Fig. 1: run 1, gate families picked out
Drawn at 3 px/um.
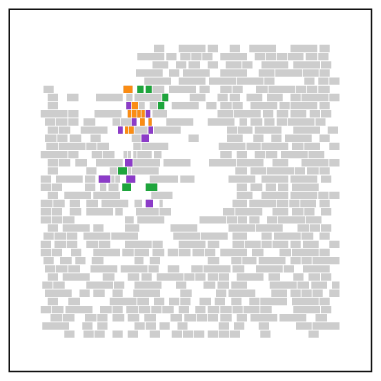
Fig. 2: run 1, signal wires on met3
Drawn at 4 px/um.
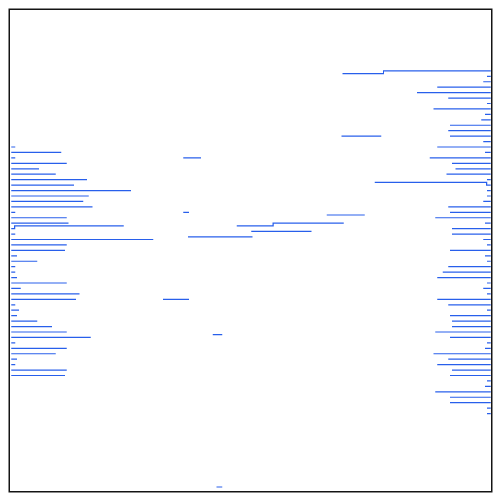
Fig. 3: run 1, cell sizes after repair
Drawn at 3 px/um.
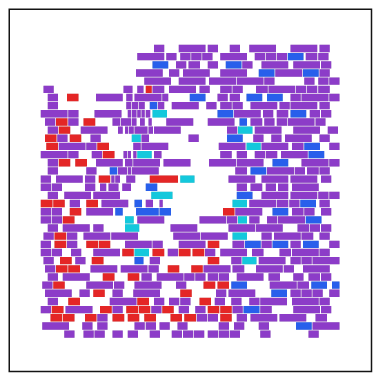
## src/rtl/mul_share_arbiter.sv

```systemverilog
// mul_share_arbiter
//   Shares one constant-time, taint-tracking multiplier between two requesters.
//   A round-robin arbiter picks a winner from IDLE. The winner's operands,
//   operand taint and request taint are latched. The multiplier is then driven
//   through reset, start, a fixed wait and capture. The product and its taint
//   go back to the winner.
//   Every operation takes the same number of cycles, whatever the operands,
//   the taint or the winner, so grant-to-done timing leaks nothing.
//
// Ports
//   clk, rst                     clock (rising edge), async active-low reset
//   reqN, reqN_t                 request level (held until gntN) and its taint
//   aN, bN, aN_t, bN_t           operands and bitwise operand taint
//   gntN                         1-cycle grant pulse
//   doneN, doneN_t               1-cycle completion pulse and its taint
//   prodN, prodN_t               product and taint, held until the next doneN
//   mul_rst, mul_start(_t)       multiplier reset / start pulse (+ start taint)
//   mul_multiplier(_t)           latched operand a (+ taint) toward the multiplier
//   mul_multiplicand(_t)         latched operand b (+ taint) toward the multiplier
//   mul_product, mul_product_t   multiplier result and its taint
module mul_share_arbiter #(
  parameter int NUM_BITS    = 7,
  parameter int MUL_LATENCY = 16
) (
  input  logic                    clk,
  input  logic                    rst,
  input  logic                    req0,
  input  logic                    req0_t,
  input  logic [NUM_BITS-1:0]     a0,
  input  logic [NUM_BITS-1:0]     b0,
  input  logic [NUM_BITS-1:0]     a0_t,
  input  logic [NUM_BITS-1:0]     b0_t,
  input  logic                    req1,
  input  logic                    req1_t,
  input  logic [NUM_BITS-1:0]     a1,
  input  logic [NUM_BITS-1:0]     b1,
  input  logic [NUM_BITS-1:0]     a1_t,
  input  logic [NUM_BITS-1:0]     b1_t,
  output logic                    gnt0,
  output logic                    done0,
  output logic                    done0_t,
  output logic [2*NUM_BITS-1:0]   prod0,
  output logic [2*NUM_BITS-1:0]   prod0_t,
  output logic                    gnt1,
  output logic                    done1,
  output logic                    done1_t,
  output logic [2*NUM_BITS-1:0]   prod1,
  output logic [2*NUM_BITS-1:0]   prod1_t,
  output logic                    mul_rst,
  output logic                    mul_start,
  output logic                    mul_start_t,
  output logic [NUM_BITS-1:0]     mul_multiplier,
  output logic [NUM_BITS-1:0]     mul_multiplicand,
  output logic [NUM_BITS-1:0]     mul_multiplier_t,
  output logic [NUM_BITS-1:0]     mul_multiplicand_t,
  input  logic [2*NUM_BITS-1:0]   mul_product,
  input  logic [2*NUM_BITS-1:0]   mul_product_t
);

  localparam int CW = $clog2(MUL_LATENCY + 1);
  localparam logic [CW-1:0] CNT_LAST = CW'(MUL_LATENCY - 1);

  typedef enum logic [2:0] {
    S_IDLE,
    S_MRST,
    S_START,
    S_WAIT,
    S_CAP
  } state_t;

  state_t        state_reg;
  logic [CW-1:0] cnt_reg;
  logic          last_reg;   // owner of the most recently completed operation
  logic          owner_reg;  // requester being served
  logic          req_t_reg;  // latched request taint of the owner
  logic          pick1;      // 1 when requester 1 wins the current arbitration

  // On a tie the requester that was not served last wins; otherwise the
  // single active requester wins.
  assign pick1 = (req0 && req1) ? ~last_reg : req1;

  always_ff @(posedge clk or negedge rst) begin
    if (!rst) begin
      state_reg          <= S_IDLE;
      cnt_reg            <= '0;
      last_reg           <= 1'b1;
      owner_reg          <= 1'b0;
      req_t_reg          <= 1'b0;
      gnt0               <= 1'b0;
      gnt1               <= 1'b0;
      done0              <= 1'b0;
      done1              <= 1'b0;
      done0_t            <= 1'b0;
      done1_t            <= 1'b0;
      prod0              <= '0;
      prod0_t            <= '0;
      prod1              <= '0;
      prod1_t            <= '0;
      mul_rst            <= 1'b0;
      mul_start          <= 1'b0;
      mul_start_t        <= 1'b0;
      mul_multiplier     <= '0;
      mul_multiplicand   <= '0;
      mul_multiplier_t   <= '0;
      mul_multiplicand_t <= '0;
    end else begin
      // Pulse outputs default low; each state raises only what it owns.
      gnt0        <= 1'b0;
      gnt1        <= 1'b0;
      done0       <= 1'b0;
      done1       <= 1'b0;
      done0_t     <= 1'b0;
      done1_t     <= 1'b0;
      mul_rst     <= 1'b0;
      mul_start   <= 1'b0;
      mul_start_t <= 1'b0;

      case (state_reg)
        S_IDLE: begin
          if (req0 || req1) begin
            owner_reg          <= pick1;
            gnt0               <= ~pick1;
            gnt1               <= pick1;
            req_t_reg          <= pick1 ? req1_t : req0_t;
            mul_multiplier     <= pick1 ? a1 : a0;
            mul_multiplicand   <= pick1 ? b1 : b0;
            mul_multiplier_t   <= pick1 ? a1_t : a0_t;
            mul_multiplicand_t <= pick1 ? b1_t : b0_t;
            mul_rst            <= 1'b1;
            state_reg          <= S_MRST;
          end
        end

        S_MRST: begin
          mul_start   <= 1'b1;
          mul_start_t <= req_t_reg;
          state_reg   <= S_START;
        end

        S_START: begin
          cnt_reg   <= '0;
          state_reg <= S_WAIT;
        end

        S_WAIT: begin
          // Fixed-length wait; operand values never shorten it.
          if (cnt_reg == CNT_LAST) begin
            cnt_reg   <= '0;
            state_reg <= S_CAP;
          end else begin
            cnt_reg <= cnt_reg + CW'(1);
          end
        end

        S_CAP: begin
          // Only the owner's result registers are written.
          if (owner_reg) begin
            prod1   <= mul_product;
            prod1_t <= mul_product_t;
            done1   <= 1'b1;
            done1_t <= req_t_reg;
          end else begin
            prod0   <= mul_product;
            prod0_t <= mul_product_t;
            done0   <= 1'b1;
            done0_t <= req_t_reg;
          end
          last_reg  <= owner_reg;
          state_reg <= S_IDLE;
        end

        default: begin
          state_reg <= S_IDLE;
        end
      endcase
    end
  end

endmodule

```

## config.mk

```make
export PLATFORM = sky130hd
export DESIGN_NAME = mul_share_arbiter
export DESIGN_NICKNAME = d
export VERILOG_FILES = /design/src/rtl/mul_share_arbiter.sv
export SDC_FILE = /design/constraint.sdc
export NUM_CORES = 1
export LEC_CHECK = 0
export CAP_MARGIN = 10
export CORE_MARGIN = 10
export CORE_UTILIZATION = 44
export CTS_CLUSTER_DIAMETER = 200
export DETAILED_ROUTE_END_ITERATION = 8
export PLACE_DENSITY = 0.82
export SETUP_SLACK_MARGIN = 0.5
export SYNTH_ARGS = -nofsm -noshare
export SYNTH_HDL_FRONTEND = slang
export SYNTH_SLANG_ARGS = --single-unit
```

## constraint.sdc

```tcl
create_clock -name clk -period 5.15 [get_ports clk]
set_input_delay 0.515 -clock clk [delete_from_list [all_inputs] [get_ports clk]]
set_output_delay 0.515 -clock clk [all_outputs]
set_load 0.01 [all_outputs]
```

==> run notes, run 1 <==
run results: status completed, CP max-delay cell nor2_4, Peak VDD IR 0.224 mV, Power Clock 0.000485 W, EDFF count, synth 0, Final Util 66.5%, fill count 733, GRT overflow 0, actual slew at the worst max-slew pin 0.928 ns, cell-internal power 0.00156 W, Worst path top cell family by delay simple AND/OR/NAND/NOR gates, Site Rows 36, fin crit period 2.28 ns, clock buffer depth 2, Port-buffer cells 182, yosys stat chip area 4420 sq um, share of power burned in combinational logic 29.3%, cells after synthesis 278, final hold slack 0.117 ns, GRT busiest layer met2, Max Fclk 438 MHz, Setup TNS 0 ns, Critical Path Stages 3, R2R setup slack 2.87 ns, post-route cell area 6500 sq um, worst slack, placed 2.63 ns, Post-DRT Antenna Nets 0, Crit path arrival time 2.52 ns, # diodes 0, main flop type dfrtp_1, via count 2909, CP required 5.39 ns, die height 120 um, DRC violations left 0, number of clock sinks 104, CTS tree yes, top-area cell type share of the netlist area 58.3%, Slew Viols, Final 0, mapped cell area 4420 sq um, vias in the first global route 3331, Worst Path Buf+Inv 0, cell area after placement 6310 sq um, max-cap violations 0, fp_density 45.3%, Sw Share 29.0%, distinct lib cells 36, RR Endpoint prod0_t[0], largest net degree at the start of global routing 64, first-pass GRT wire length 18500 um, Fin Clk Skew 0.0158 ns, Lkg Pwr 2.90 nW, ports placed on the boundary 183, DP Cell Count 581, Post-Route M1 WL 4800 um, DP HPWL 8970 um, Worst setup endpoint prod0_t[0], setup violators final 0, Core ar. 9770 sq um, drt pass-1 iters 4, Synth top cells by count 103 x dfrtp_1, 59 x mux2_2, 28 x mux2_1, CP max stage delay 0.72 ns, worst min path class primary input to async pin, P per Cell Area 339 nW/um^2, DR vias/cell 4.87, grt met1 use 18.6%, P_sw 0.000639 W, CP Cell Sequence or3b_4, nor2_4, mux2_1, Post-CTS Setup Bufs 0, register share of total power 48.7%, Synth top cell by count dfrtp_1, RSZ-0062 raised after global routing no, share of cells above drive strength 1 24.4%, cts hold-fix bufs 0, Seq power 0.00107 W, chip area 14500 sq um, crit-path max FO 30, Final Total Pwr 0.00220 W, CP Class register to register, type of origin of the critical path register, CTS Buf Count 9, CP Launch Point state_reg[0], Iteration-0 DRC Markers 168, metal3 WL 1040 um, Layout Cells excl Fill 597, Post-Syn Area per Cell 15.9 sq um, final RePlAce weighted congestion 0.748, CTS clock-pin slew for the worst setup and hold paths 0.11 ns, clk root buf clkbuf_8, cell count in the Yosys report 278, Synth Warn # 0, Clk network pwr share 22.0%, Final WS setup 2.87 ns, Comb power 0.000644 W, H-Tree Depth 3, Syn Nets 369, cycle use final 44.3%, clock latency on the worst-skew pair 0.36 ns, CP Capture Type register, drt total wl 11700 um, relative slew slack 38.0%, Tot GR Track Use 16.0%, GR Util met2 27.0%, met3 Use GR 5.91%, Worst Reg-to-Reg Cells 3, initial antenna violation count 0, leading area contributor after synthesis dfrtp_1, Synth flops 104, wire per inst 19.5 um, Layout Nets 550
About Fig. 1:
Purple stands for inverting AOI/OAI gates, cells 10, most used o21ai_0. Green stands for AND and OR gates, cells 7, most used and2_1, where north. Orange stands for NAND gates, cells 10, most used nand2_1.

About Fig. 2:
The layer holds 8.9% of the routed length. The wires run mostly horizontal. The longest straight run is 35.2 um.

About Fig. 3:
Purple stands for drive 1 or less, cells 351, share 76%, most used clkdlybuf4s50_1. Blue stands for drive 3 to 4, cells 37, share 8.0%, most used mux2_4. Cyan stands for drive 6 and up, cells 14, share 3.0%, most used clkbuf_8. Red stands for drive 2, cells 62, share 13%, most used mux2_2.

run 1: cells by family (layout without fill, tap and decap cells):
logic type               after synthesis  in the layout  synth area share [%]
AND/OR/NAND/NOR                       30             30                  4.72
multiplexers                         115            115                  31.5
buffers and inverters                 17            203                  3.00
AND-OR/OR-AND                         11             11                  1.61
flip-flops                           104            104                  58.9
adder cells (fa/ha/maj)                1              1                 0.283
run 1: layout make-up:
type	instances	area, sq um	area share [%]
repair buffers	185	1840	28.3
flip-flops and latches	104	2600	40.1
well taps	133	166	2.56
clock inverters	6	50.0	0.770
multi-input cells	157	1690	26.0
inverters	2	7.51	0.116
clock buffers	10	138	2.12
run 1: worst register-to-register path: stages, from the launching register on:
cell and delay (ns):
dfrtp_1 0.53, or3b_4 0.51, nor2_4 0.72, mux2_1 0.41
==> run 2: changes to the inputs <==
--- a/config.mk
+++ b/config.mk
@@ -7,10 +7,10 @@
 export LEC_CHECK = 0
 export CAP_MARGIN = 10
 export CORE_MARGIN = 10
-export CORE_UTILIZATION = 44
+export CORE_UTILIZATION = 39
 export CTS_CLUSTER_DIAMETER = 200
 export DETAILED_ROUTE_END_ITERATION = 8
-export PLACE_DENSITY = 0.82
+export PLACE_DENSITY = 0.77
 export SETUP_SLACK_MARGIN = 0.5
 export SYNTH_ARGS = -nofsm -noshare
 export SYNTH_HDL_FRONTEND = slang
==> constraint.sdc (replaced) <==
create_clock -name clk -period 1.9 [get_ports clk]
set_input_delay 0.19 -clock clk [delete_from_list [all_inputs] [get_ports clk]]
set_output_delay 0.19 -clock clk [all_outputs]
set_load 0.01 [all_outputs]
Fig. 4: run 2, signal wires on met3
Drawn at 4 px/um.
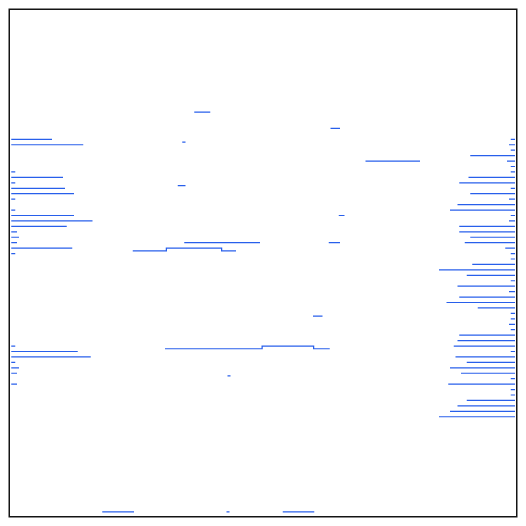
The layer carries 730 um of wire. The layer holds 6.1% of the routed length.

==> run notes, run 2 <==
run results: status completed (unchanged), Final WS setup 0.258 ns (was 2.87 ns), EDFF count, synth 0 (unchanged), CP required 2.11 ns (was 5.39 ns), cells after synthesis 278 (unchanged), yosys stat chip area 4420 sq um (unchanged), largest cell class by area registers (unchanged), Signal inverters 2 (unchanged), CP Class register to register (unchanged), first-pass GRT wire length 19400 um (was 18500 um), max-cap violations 0 (unchanged), DP HPWL 9120 um (was 8970 um), top-area cell type share of the netlist area 58.3% (unchanged), die height 127 um (was 120 um), Site Rows 38 (was 36), RSZ-0062 raised after global routing yes (was no), CP max-delay cell or3b_4 (was nor2_4), wire per inst 19.3 um (was 19.5 um), relative slew slack 77.4% (was 38.0%), register share of total power 43.7% (was 48.7%), clock buffer depth 2 (unchanged), cell count in the Yosys report 278 (unchanged), Final Total Pwr 0.00650 W (was 0.00220 W), cell-internal power 0.00477 W (was 0.00156 W), Worst Path Buf+Inv 1 (was 0), Layout clock area frac 4.84% (was 2.89%), main flop type dfrtp_1 (unchanged), leading area contributor after synthesis dfrtp_1 (unchanged), clkbuf count 11 (was 10), flop count 104 (unchanged), Lkg Pwr 3.51 nW (was 2.90 nW), Critical Path Stages 4 (was 3), CP Launch Point state_reg[0] (unchanged), cell area after placement 6490 sq um (was 6310 sq um), Seq power 0.00284 W (was 0.00107 W), CTS clock-pin slew for the worst setup and hold paths 0.07 ns (was 0.11 ns), Synth top cell by count dfrtp_1 (unchanged), chip area 16000 sq um (was 14500 sq um), Setup TNS 0 ns (unchanged), mapped cell area 4420 sq um (unchanged), Synth top cells by count 103 x dfrtp_1, 59 x mux2_2, 28 x mux2_1 (unchanged), via count 3029 (was 2909), vias in the first global route 3389 (was 3331), post-route cell area 6860 sq um (was 6500 sq um), type of origin of the critical path register (unchanged), cycle use final 86.4% (was 44.3%), distinct lib cells 36 (unchanged), Flop area 2600 sq um (unchanged), fp_density 40.3% (was 45.3%), Layout Nets 570 (was 550), RR Endpoint prod0[4] (was prod0_t[0]), Worst Reg-to-Reg Cells 4 (was 3), Power Clock 0.00201 W (was 0.000485 W), Comb/total area 24.9% (was 26.0%), Sw Share 26.7% (was 29.0%), DP Cell Count 599 (was 581), GRT overflow 0 (unchanged), Seq/total area 38.0% (was 40.1%), CP max stage delay 0.45 ns (was 0.72 ns), share of cells above drive strength 1 27.9% (was 24.4%), P_sw 0.00173 W (was 0.000639 W), CP Cell Sequence or3b_4, nor2_4, buf_12, mux2_1 (was or3b_4, nor2_4, mux2_1), Tot GR Track Use 15.0% (was 16.0%), fill count 843 (was 733), Slew Viols, Final 0 (unchanged), setup violators final 0 (unchanged), ports placed on the boundary 183 (unchanged), Layout Cells excl Fill 624 (was 597), Fin Clk Skew 0.00994 ns (was 0.0158 ns), CTS tree yes (unchanged), final RePlAce weighted congestion 0.787 (was 0.748), # diodes 0 (unchanged), R2R setup slack 0.26 ns (was 2.87 ns)
Fig. 5: run 2, cells colored by class
Drawn at 3 px/um. Fill, decap, tap and diode cells in gray.
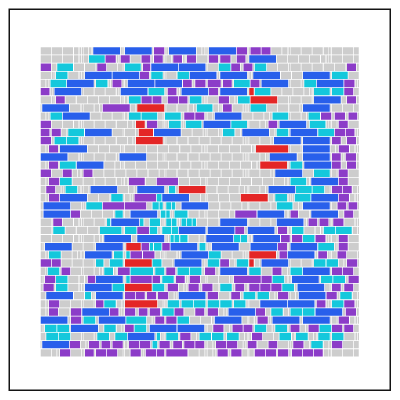
Purple stands for other buffers and delay cells, cells 205, share of their area 30%. Blue stands for flip-flops, cells 104, share of their area 39%. Cyan stands for all other logic, cells 159, share of their area 26%. Red stands for clock drivers and dummy loads, cells 16, share of their area 5.0%.

==> run 2: cell counts after synthesis <==
Identical to the previous run, type by type.
==> run 2: routing by layer <==
| layer | vias up | routed length (um) | GRT usage, % |
|---|---|---|---|
| met4 | 0 | 201 | 6.03 |
| li1 | 1395 | - | - |
| met2 | 94 | 6270 | 25.7 |
| met1 | 1528 | 4870 | 17.6 |
| met5 | - | 0 | 0 |
| met3 | 12 | 730 | 3.87 |
==> run 2: cells by family (layout without fill, tap and decap cells) <==
kind of cell,after synthesis,count (layout),synth area share [%]
AOI/OAI and AO/OA,11,11,1.61
buffers and inverters,17,223,3.00
adders and majority gates,1,1,0.283
muxes,115,115,31.5
DFF,104,104,58.9
and+or+nand+nor,30,30,4.72
Power and IR drop assume default switching activity.
